**src/rtl/regfile_param.sv**
```systemverilog
// Parametrised LEGv8 register file: hard-wired zero register, two combinational read ports,
// one write port with optional bypass, pending-write scoreboard and a post-reset init sequencer.
//
// state  | meaning
// -------+-------------------------------------------------------------
// S_INIT | loading register image, one register per cycle; I/O locked
// S_RUN  | normal read/write/claim operation
module regfile_param #(
    parameter int DATA_W    = 64,
    parameter int ADDR_W    = 5,
    parameter int ZERO_REG  = 31,
    parameter int INIT_MODE = 1,
    parameter int BYPASS    = 1
) (
    input  logic              clk,
    input  logic              reset,
    input  logic [ADDR_W-1:0] ra1,
    input  logic [ADDR_W-1:0] ra2,
    output logic [DATA_W-1:0] rd1,
    output logic [DATA_W-1:0] rd2,
    input  logic [ADDR_W-1:0] wa3,
    input  logic [DATA_W-1:0] wd3,
    input  logic              we3,
    input  logic              claim_en,
    input  logic [ADDR_W-1:0] claim_addr,
    output logic              pend1,
    output logic              pend2,
    output logic              init_busy
);
    localparam int                DEPTH  = 2 ** ADDR_W;
    localparam logic [ADDR_W-1:0] ZERO_A = ADDR_W'(ZERO_REG);
    localparam logic [ADDR_W-1:0] LAST_A = ADDR_W'(DEPTH - 1);
    localparam logic [0:0]        S_INIT = 1'b0;
    localparam logic [0:0]        S_RUN  = 1'b1;

    logic [0:0]        state_q, state_d;
    logic [ADDR_W-1:0] cnt_q, cnt_d;
    logic [DEPTH-1:0]  pend_q, pend_d;
    logic [DATA_W-1:0] regs_q [DEPTH];

    logic busy;
    logic wr_ok;
    logic hit1, hit2;

    // Reset is folded in so outputs are forced quiet before the first reset edge lands.
    assign busy      = reset || (state_q == S_INIT);
    assign init_busy = busy;
    assign wr_ok     = !busy && we3 && (wa3 != ZERO_A);

    always_comb begin
        state_d = state_q;
        cnt_d   = cnt_q;
        if (state_q == S_INIT) begin
            cnt_d = cnt_q + 1'b1;
            if (cnt_q == LAST_A) begin
                state_d = S_RUN;
                cnt_d   = '0;
            end
        end
    end

    // Set wins over clear when claim and write hit the same register.
    always_comb begin
        pend_d = pend_q;
        if (wr_ok) begin
            pend_d[wa3] = 1'b0;
        end
        if (!busy && claim_en && (claim_addr != ZERO_A)) begin
            pend_d[claim_addr] = 1'b1;
        end
        pend_d[ZERO_A] = 1'b0;
    end

    always_ff @(posedge clk) begin
        if (reset) begin
            state_q <= S_INIT;
            cnt_q   <= '0;
            pend_q  <= '0;
        end else begin
            state_q <= state_d;
            cnt_q   <= cnt_d;
            pend_q  <= pend_d;
        end
    end

    // Storage has no reset; its contents are defined by the init sequence.
    always_ff @(posedge clk) begin
        if (!reset && state_q == S_INIT) begin
            regs_q[cnt_q] <= (INIT_MODE != 0) ? DATA_W'(cnt_q) : '0;
        end else if (wr_ok) begin
            regs_q[wa3] <= wd3;
        end
    end

    assign hit1 = (BYPASS != 0) && we3 && (wa3 == ra1);
    assign hit2 = (BYPASS != 0) && we3 && (wa3 == ra2);

    always_comb begin
        rd1 = '0;
        rd2 = '0;
        if (!busy && ra1 != ZERO_A) begin
            rd1 = hit1 ? wd3 : regs_q[ra1];
        end
        if (!busy && ra2 != ZERO_A) begin
            rd2 = hit2 ? wd3 : regs_q[ra2];
        end
    end

    assign pend1 = !busy && !hit1 && pend_q[ra1];
    assign pend2 = !busy && !hit2 && pend_q[ra2];

endmodule

```
**config.mk**
```make
export PLATFORM = sky130hd
export DESIGN_NAME = regfile_param
export DESIGN_NICKNAME = d
export VERILOG_FILES = /design/src/rtl/regfile_param.sv
export SDC_FILE = /design/constraint.sdc
export NUM_CORES = 2
export LEC_CHECK = 0
export CAP_MARGIN = 30
export CORE_UTILIZATION = 45
export DETAILED_ROUTE_END_ITERATION = 12
export PLACE_DENSITY = 0.63
export SKIP_LAST_GASP = 1
export SLEW_MARGIN = 20
export SYNTH_ARGS = -nofsm -noshare
export SYNTH_HDL_FRONTEND = slang
export SYNTH_SLANG_ARGS = --single-unit
```
**constraint.sdc**
```tcl
create_clock -name clk -period 6.15 [get_ports clk]
set_input_delay 0.9225 -clock clk [delete_from_list [all_inputs] [get_ports clk]]
set_output_delay 0.9225 -clock clk [all_outputs]
set_load 0.02 [all_outputs]
```
==> images/met1.png <==
Scale bar: 100 µm.
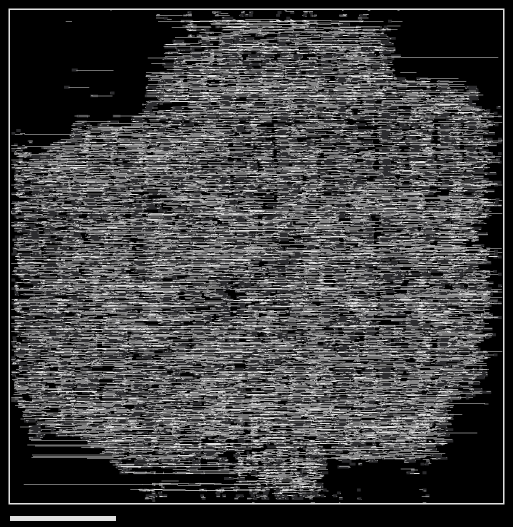
share of all routed wire: 39%
main direction: horizontal
nets with wire on the layer: 5438
wire length on this layer: 118 mm
longest straight run: 112 µm

==> images/met2.png <==
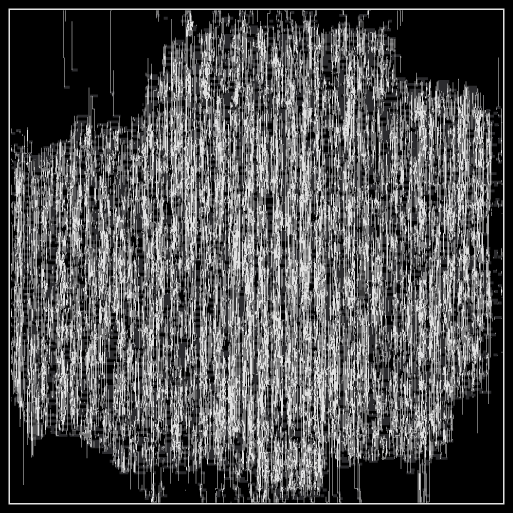
share of all routed wire: 49%
wire length on this layer: 148 mm

==> images/met3.png <==
Scale bar: 100 µm.
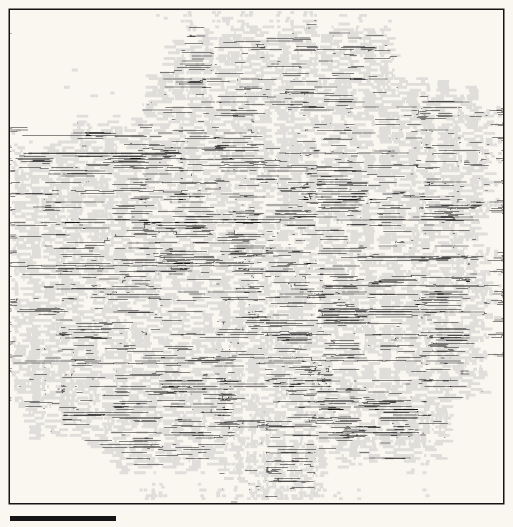
wire length on this layer: 27.6 mm
nets with wire on the layer: 744
share of all routed wire: 9.0%
longest straight run: 149 µm
main direction: horizontal
Post-Route WL: 305 mm
met3 Usage GRT: 4.52%
via count: 59.1k

==> impl_metrics.csv <==
group,metric,value,unit
synth,edf_count,2048,
routing,dr_wl_met3,27.6,mm
final_layout,top_regs,"regs_q x2048, pend_q x31, cnt_q x5",
final_layout,fin_util,52.0,%
synth,mux_area_share,23.8,%
worst_setup_path,cpPeakStageDelay,0.96,ns
worst_setup_path,critPathRequiredTime,5.23,ns
routing,via_per_inst,6.88,
placement,dp_cells,8149,
floorplanning,n_tap_cell,2838,
floorplanning,fp_util,45.2,%
status,status,"complete, no violations",
worst_setup_path,path_cells,"buf_8 -> nand3b_1 -> buf_12 -> o22ai_1 -> a2111oi_0 -> a21oi_1 -> a22o_1 -> clkdlybuf4s50_1",
routing,first_pass_iters,6,
synth,syn_area,96900,µm²
timing,setup_ws,0.751,ns
global_routing,met1_usage,37.5,%
final_layout,fin_cells,8588,
synth,top_area_share,63.4,%
synth,fa_ha_area_share,0.0258,%
clock_network,clock_latency,0.86,ns
